File: src/rtl/axi_read_arbiter_if.sv
// Signal bundle between four AXI read masters, the shared slave and the read arbiter.
// The slave modport is the arbiter's view; master is the environment driving it.
interface axi_read_arbiter_if;
    logic       s0_ARVALID;
    logic       s1_ARVALID;
    logic       s2_ARVALID;
    logic       s3_ARVALID;
    logic       s2m_ARVALID;
    logic       s2m_ARREADY;
    logic [7:0] s2m_ARLEN;
    logic       s2m_RVALID;
    logic       s2m_RREADY;
    logic       s2m_RLAST;
    logic       s0_rgrnt;
    logic       s1_rgrnt;
    logic       s2_rgrnt;
    logic       s3_rgrnt;
    logic       rd_busy;
    logic       len_err;

    modport slave (
        input  s0_ARVALID, s1_ARVALID, s2_ARVALID, s3_ARVALID,
        input  s2m_ARVALID, s2m_ARREADY, s2m_ARLEN,
        input  s2m_RVALID, s2m_RREADY, s2m_RLAST,
        output s0_rgrnt, s1_rgrnt, s2_rgrnt, s3_rgrnt, rd_busy, len_err
    );

    modport master (
        output s0_ARVALID, s1_ARVALID, s2_ARVALID, s3_ARVALID,
        output s2m_ARVALID, s2m_ARREADY, s2m_ARLEN,
        output s2m_RVALID, s2m_RREADY, s2m_RLAST,
        input  s0_rgrnt, s1_rgrnt, s2_rgrnt, s3_rgrnt, rd_busy, len_err
    );
endinterface

File: src/rtl/axi_read_arbiter.sv
// Four-master AXI read-channel arbiter: grants one master per burst and holds it
// from address phase until the RLAST beat, flagging burst-length/RLAST mismatches.
module axi_read_arbiter #(
    parameter bit RR_EN = 1'b1
) (
    input  logic               clk,
    input  logic               rstn,
    axi_read_arbiter_if.slave  bus
);
    typedef enum logic [1:0] {IDLE, ADDR, DATA} state_t;

    state_t     r_state, w_state_nxt;
    logic [3:0] r_grant, w_grant_nxt;
    logic [1:0] r_last, w_last_nxt;
    logic [7:0] r_beat_cnt, w_beat_cnt_nxt;
    logic       r_busy;
    logic       r_len_err, w_len_err_nxt;
    logic [3:0] w_req;
    logic [1:0] w_win, w_idx;
    logic       w_win_vld;
    logic       w_beat;

    assign w_req  = {bus.s3_ARVALID, bus.s2_ARVALID, bus.s1_ARVALID, bus.s0_ARVALID};
    assign w_beat = bus.s2m_RVALID & bus.s2m_RREADY;

    // Walk the search order backwards so the earliest candidate is the last one kept.
    always_comb begin
        w_win     = 2'd0;
        w_win_vld = 1'b0;
        w_idx     = 2'd0;
        for (int k = 4; k >= 1; k--) begin
            w_idx = RR_EN ? 2'(int'(r_last) + k) : 2'(k - 1);
            if (w_req[w_idx]) begin
                w_win     = w_idx;
                w_win_vld = 1'b1;
            end
        end
    end

    always_comb begin
        w_state_nxt    = r_state;
        w_grant_nxt    = r_grant;
        w_last_nxt     = r_last;
        w_beat_cnt_nxt = r_beat_cnt;
        w_len_err_nxt  = 1'b0;
        case (r_state)
            IDLE: begin
                if (w_win_vld) begin
                    w_grant_nxt = 4'b0001 << w_win;
                    w_last_nxt  = w_win;
                    w_state_nxt = ADDR;
                end
            end
            ADDR: begin
                if (bus.s2m_ARVALID && bus.s2m_ARREADY) begin
                    w_beat_cnt_nxt = bus.s2m_ARLEN;
                    w_state_nxt    = DATA;
                end
            end
            DATA: begin
                if (w_beat) begin
                    w_beat_cnt_nxt = (r_beat_cnt == 8'd0) ? 8'd0 : r_beat_cnt - 8'd1;
                    if (bus.s2m_RLAST) begin
                        w_len_err_nxt = (r_beat_cnt != 8'd0);
                        w_grant_nxt   = 4'b0000;
                        w_state_nxt   = IDLE;
                    end else begin
                        // Burst overran its length: flag it but keep waiting for RLAST.
                        w_len_err_nxt = (r_beat_cnt == 8'd0);
                    end
                end
            end
            default: begin
                w_grant_nxt = 4'b0000;
                w_state_nxt = IDLE;
            end
        endcase
    end

    always_ff @(posedge clk or negedge rstn) begin
        if (!rstn) begin
            r_state    <= IDLE;
            r_grant    <= 4'b0000;
            r_last     <= 2'd3;
            r_beat_cnt <= 8'd0;
            r_busy     <= 1'b0;
            r_len_err  <= 1'b0;
        end else begin
            r_state    <= w_state_nxt;
            r_grant    <= w_grant_nxt;
            r_last     <= w_last_nxt;
            r_beat_cnt <= w_beat_cnt_nxt;
            r_busy     <= |w_grant_nxt;
            r_len_err  <= w_len_err_nxt;
        end
    end

    assign bus.s0_rgrnt = r_grant[0];
    assign bus.s1_rgrnt = r_grant[1];
    assign bus.s2_rgrnt = r_grant[2];
    assign bus.s3_rgrnt = r_grant[3];
    assign bus.rd_busy  = r_busy;
    assign bus.len_err  = r_len_err;
endmodule

File: src/flat_wrapper.sv
// flat-port wrapper written by rule: the top's interface ports become plain ports
module axi_read_arbiter_flat 
#(
    parameter bit RR_EN = 1'b1
)
  (clk, rstn, bus_s0_ARVALID, bus_s1_ARVALID, bus_s2_ARVALID, bus_s3_ARVALID, bus_s2m_ARVALID, bus_s2m_ARREADY, bus_s2m_ARLEN, bus_s2m_RVALID, bus_s2m_RREADY, bus_s2m_RLAST, bus_s0_rgrnt, bus_s1_rgrnt, bus_s2_rgrnt, bus_s3_rgrnt, bus_rd_busy, bus_len_err);
  axi_read_arbiter_if bus_i ();
  input  logic clk;
  input  logic rstn;
  input wire logic [$bits(bus_i.s0_ARVALID)-1:0] bus_s0_ARVALID;
  input wire logic [$bits(bus_i.s1_ARVALID)-1:0] bus_s1_ARVALID;
  input wire logic [$bits(bus_i.s2_ARVALID)-1:0] bus_s2_ARVALID;
  input wire logic [$bits(bus_i.s3_ARVALID)-1:0] bus_s3_ARVALID;
  input wire logic [$bits(bus_i.s2m_ARVALID)-1:0] bus_s2m_ARVALID;
  input wire logic [$bits(bus_i.s2m_ARREADY)-1:0] bus_s2m_ARREADY;
  input wire logic [$bits(bus_i.s2m_ARLEN)-1:0] bus_s2m_ARLEN;
  input wire logic [$bits(bus_i.s2m_RVALID)-1:0] bus_s2m_RVALID;
  input wire logic [$bits(bus_i.s2m_RREADY)-1:0] bus_s2m_RREADY;
  input wire logic [$bits(bus_i.s2m_RLAST)-1:0] bus_s2m_RLAST;
  output wire logic [$bits(bus_i.s0_rgrnt)-1:0] bus_s0_rgrnt;
  output wire logic [$bits(bus_i.s1_rgrnt)-1:0] bus_s1_rgrnt;
  output wire logic [$bits(bus_i.s2_rgrnt)-1:0] bus_s2_rgrnt;
  output wire logic [$bits(bus_i.s3_rgrnt)-1:0] bus_s3_rgrnt;
  output wire logic [$bits(bus_i.rd_busy)-1:0] bus_rd_busy;
  output wire logic [$bits(bus_i.len_err)-1:0] bus_len_err;
  assign bus_i.s0_ARVALID = bus_s0_ARVALID;
  assign bus_i.s1_ARVALID = bus_s1_ARVALID;
  assign bus_i.s2_ARVALID = bus_s2_ARVALID;
  assign bus_i.s3_ARVALID = bus_s3_ARVALID;
  assign bus_i.s2m_ARVALID = bus_s2m_ARVALID;
  assign bus_i.s2m_ARREADY = bus_s2m_ARREADY;
  assign bus_i.s2m_ARLEN = bus_s2m_ARLEN;
  assign bus_i.s2m_RVALID = bus_s2m_RVALID;
  assign bus_i.s2m_RREADY = bus_s2m_RREADY;
  assign bus_i.s2m_RLAST = bus_s2m_RLAST;
  assign bus_s0_rgrnt = bus_i.s0_rgrnt;
  assign bus_s1_rgrnt = bus_i.s1_rgrnt;
  assign bus_s2_rgrnt = bus_i.s2_rgrnt;
  assign bus_s3_rgrnt = bus_i.s3_rgrnt;
  assign bus_rd_busy = bus_i.rd_busy;
  assign bus_len_err = bus_i.len_err;
  axi_read_arbiter #(.RR_EN(RR_EN)) u_core (.clk(clk), .rstn(rstn), .bus(bus_i));
endmodule
File: config.mk
export PLATFORM = sky130hd
export DESIGN_NAME = axi_read_arbiter_flat
export DESIGN_NICKNAME = d
export VERILOG_FILES = /design/src/rtl/axi_read_arbiter_if.sv /design/src/rtl/axi_read_arbiter.sv /design/src/flat_wrapper.sv
export SDC_FILE = /design/constraint.sdc
export NUM_CORES = 1
export LEC_CHECK = 0
export ABC_AREA = 1
export CAP_MARGIN = 10
export CORE_AREA = 3 3 52 66
export DETAILED_ROUTE_END_ITERATION = 7
export DIE_AREA = 0 0 55 69
export GPL_TIMING_DRIVEN = 1
export MAX_ROUTING_LAYER = met4
export PLACE_DENSITY = 0.73
export REMOVE_ABC_BUFFERS = 1
export SLEW_MARGIN = 5
export SYNTH_ARGS = -nofsm -noshare
export SYNTH_HDL_FRONTEND = slang
export SYNTH_SLANG_ARGS = --single-unit
File: constraint.sdc
create_clock -name clk -period 1.5 [get_ports clk]
set_input_delay 0.225 -clock clk [delete_from_list [all_inputs] [get_ports clk]]
set_output_delay 0.225 -clock clk [all_outputs]
set_load 0.01 [all_outputs]
==> run_results.csv, run 1 <==
group,metric,value,unit
status,status,"complete, but fails checks",
status,violations,"setup timing",
layout,final_util,0.692,
logic_synthesis,synth_cells,184,
layout,fillers,232,
route,wl_met2,1740,um
critical_path,crit-reg2reg-launch,"u_core.r_last[0]",
logic_synthesis,synth.logic.top_family,"simple AND/OR/NAND/NOR gates",
clock_tree,clock_latency,300,ps
final_timing,slew_headroom,0.843,
critical_path,required,1700,ps
layout,dominant_cells,"combinational gates",
final_timing,period_needed,1730,ps
global_routing,grt_pass1_wl,4900,um
logic_synthesis,yosys.area.top_type,"dfrtp_1",
critical_path,endpoint_kind,"register",
clock_tree,cts_tree,"built",
floorplanning,ioPinCount,25,
power_and_ir_drop,p_leak,0.961,nW
floorplanning,coreArea,2920,sq um
global_routing,overflow,0,
clock_tree,cts_hold_buf,0,
logic_synthesis,edf_count,0,
layout,design.seq.count,18,
power_and_ir_drop,p_seq_frac,0.214,
logic_synthesis,avgSynthCellArea,7.15,sq um
floorplanning,num_rows,22,
critical_path,worstSetupStartpointType,"register",
final_timing,fin_ws,-235,ps
final_timing,period_used_share,1.16,
critical_path,worstPathCellList,"nand2_1, nand2_4, nand2_2, nand2_1, nand2_1, nand2_1, nand2_1, nand2_1, o21ai_1, o21ai_1, nand2_1",
power_and_ir_drop,power.internal,2.40,mW
placement,hpwl,2250,um
logic_synthesis,ys_sh_simple,0.328,
layout,multi_input_comb_cells,139,
final_timing,setup_viol,9,
layout,final_common_cell,"nand2_1",
critical_path,crit_arrival,1930,ps
clock_tree,cts_htree_levels,1,
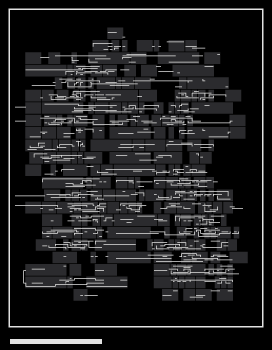
Fig. 1. Metal 1 (run 1).
Bar = 20 um. Cells faint in the background.
nets with wire on the layer: 233
wire length on this layer: 1210 um
longest straight run: 13.3 um
share of all routed wire: 38%

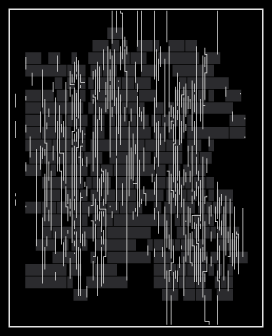
Fig. 2. Metal 2 (run 1).
Cells faint in the background.
longest straight run: 27.2 um
main direction: vertical
wire length on this layer: 1740 um
met2 Use GR: 0.296
detailed-route wire length: 3140 um

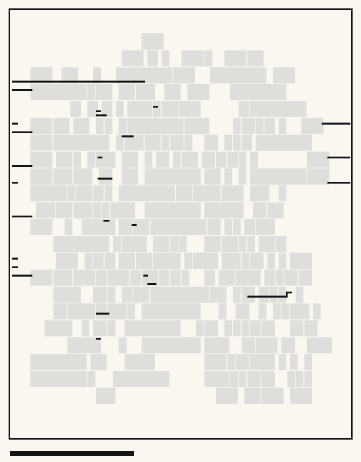
Fig. 3. Signal wires on met3 (run 1).
Bar = 20 um. Cells faint in the background.
share of all routed wire: 2.2%
wire length on this layer: 67.8 um
nets with wire on the layer: 20
main direction: horizontal
longest straight run: 21.2 um

==> run 2: changes to the inputs <==
Settings changed: CAP_MARGIN 10 to unset, CORE_AREA 3 3 52 66 to 3 3 48 61, DIE_AREA 0 0 55 69 to 0 0 51 64, PLACE_DENSITY 0.73 to 0.81.
Clock period 1.5 ns to 2.25 ns, I/O delays scaled along.
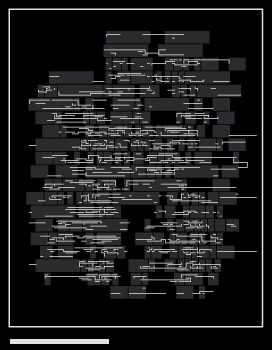
Fig. 4. Metal 1 (run 2).
Bar = 20 um. Cells faint in the background.
share of all routed wire: 40%
nets with wire on the layer: 199
main direction: horizontal
wire length on this layer: 1190 um
longest straight run: 13.8 um

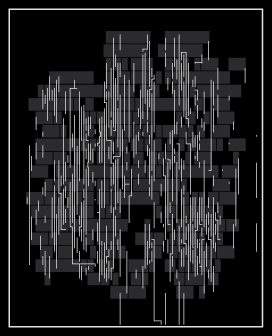
Fig. 5. Metal 2 (run 2).
Cells faint in the background.
wire length on this layer: 1530 um
main direction: vertical
longest straight run: 26.9 um
DR vias: 1304
met2 Use GR: 0.344

==> run 2 against run 1 <==
Effect of this change: the run now ends clean; global-route usage up 3.1 points; synthesized cell count did not move; first-iteration DRC count grew 32%; non-clock buffer count decreased by 26; maximum frequency is 3.7% lower; sequential share of layout area up 5.4 points; critical path depth down 3; critical endpoint is now u_core.r_beat_cnt[5]; via count down 5.6%; total power down 50%; largest power group unchanged; worst setup slack improved by 680 ps.
==> run_results.csv, run 2 <==
group,metric,value,unit
status,status,"finished, final reports clean",
floorplanning,num_rows,20,
power_and_ir_drop,p_seq_frac,0.275,
logic_synthesis,yosys.area.top_type,"dfrtp_1",
critical_path,crit-reg2reg-launch,"u_core.r_state[0]",
route,wl_met2,1530,um
final_timing,setup_viol,0,
critical_path,worstSetupStartpointType,"register",
global_routing,overflow,0,
clock_tree,cts_htree_levels,1,
floorplanning,ioPinCount,25,
logic_synthesis,synth.logic.top_family,"simple AND/OR/NAND/NOR gates",
floorplanning,coreArea,2430,sq um
layout,multi_input_comb_cells,139,
layout,design.seq.count,18,
final_timing,period_needed,1800,ps
logic_synthesis,avgSynthCellArea,7.15,sq um
clock_tree,cts_tree,"built",
logic_synthesis,edf_count,0,
critical_path,required,2430,ps
power_and_ir_drop,p_leak,0.813,nW
critical_path,crit_family,"flip-flops",
clock_tree,clock_latency,300,ps
critical_path,worstPathCellList,"inv_1, ha_1, nand2_1, nand2_1, inv_1, nand2_1, a211oi_1, a21oi_1",
final_timing,period_used_share,0.800,
route,wirelength,2970,um
logic_synthesis,ys_sh_simple,0.328,
final_timing,slew_headroom,0.723,
critical_path,crit_arrival,1980,ps
layout,final_common_cell,"nand2_1",
logic_synthesis,ys_cells,184,
logic_synthesis,synth_cells,184,
critical_path,endpoint_kind,"register",
global_routing,grt_pass1_wl,5120,um
==> run 3: changes to the inputs <==
Settings changed: CORE_AREA 3 3 48 61 to 3 3 50 63, DIE_AREA 0 0 51 64 to 0 0 53 66, PLACE_DENSITY 0.81 to 0.76.
Clock period 2.25 ns to 1.7 ns, I/O delays scaled along.
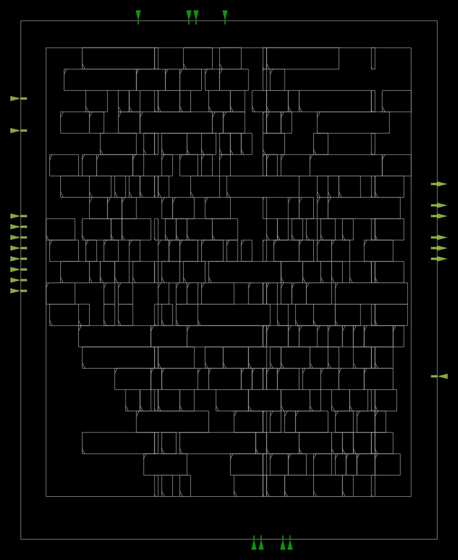
Fig. 6. Placement view (run 3).
row count: 21
registers: 18
# fillers: 223
CORE AREA: 2650 sq um

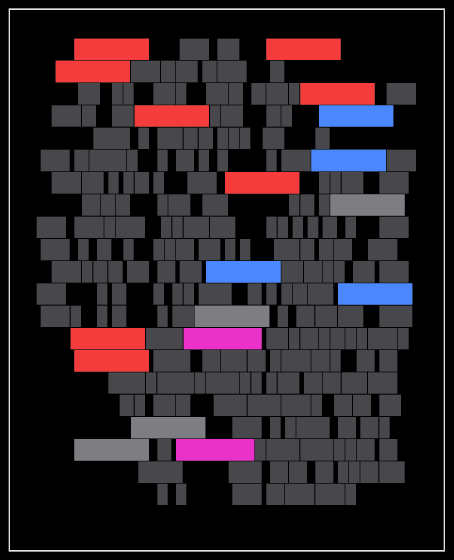
Fig. 7. Where the registers sit (run 3).
[magenta] u_core.r_last | placed flops: 2
[red] u_core.r_beat_cnt | placed flops: 8
[blue] u_core.r_grant | placed flops: 4
not coloured: 4

==> run 3 against run 2 <==
Effect of this change: the run now ends with setup timing left; first-iteration DRC count is the same; clock skew rose by 4.5 ps; total power increased by 56%; combinational power increased by 75%; synthesized cell count stayed put; register-to-register slack lost 510 ps; area after synthesis unchanged; die size grew 7.2%; critical path type unchanged; critical endpoint is now u_core.bus.rd_busy.
==> run_results.csv, run 3 <==
group,metric,value,unit
logic_synthesis,ys_sh_simple,0.328,
layout,multi_input_comb_cells,139,
global_routing,use_met2,0.339,
logic_synthesis,edf_count,0,
clock_tree,cts_htree_levels,1,
final_timing,setup_viol,1,
critical_path,worstPathCellList,"buf_6, nand2_1, nand2_2, nand2_2, nor2_4, nor2_4, buf_4, nand3_2, nand2_1, o21ai_1, nand2_1",
status,violations,"setup timing",
critical_path,endpoint_kind,"register",
logic_synthesis,netlist_area,1320,sq um
critical_path,crit_arrival,1960,ps
final_timing,period_needed,1760,ps
critical_path,crit-reg2reg-launch,"u_core.r_last[0]",
status,status,"complete, but fails checks",
route,wirelength,3300,um
route,drc,0,
route,num_vias,1337,
final_timing,fin_ws,-62.3,ps
critical_path,crit_family,"simple AND/OR/NAND/NOR gates",
logic_synthesis,yosys.area.top_type,"dfrtp_1",
route,wl_met2,1790,um
power_and_ir_drop,p_seq_frac,0.228,
logic_synthesis,synth.logic.top_family,"simple AND/OR/NAND/NOR gates",
power_and_ir_drop,p_leak,0.897,nW
route,met3_length,114,um
global_routing,grt_pass1_wl,5100,um
layout,antenna_cells,0,
logic_synthesis,avgSynthCellArea,7.15,sq um
layout,final_util,0.688,
clock_tree,cts_tree,"built",
layout,final_common_cell,"nand2_1",
logic_synthesis,synth_cells,184,
final_timing,slew_headroom,0.750,
critical_path,worstSetupStartpointType,"register",
global_routing,overflow,0,
Power is estimated from default activity; no workload was simulated.
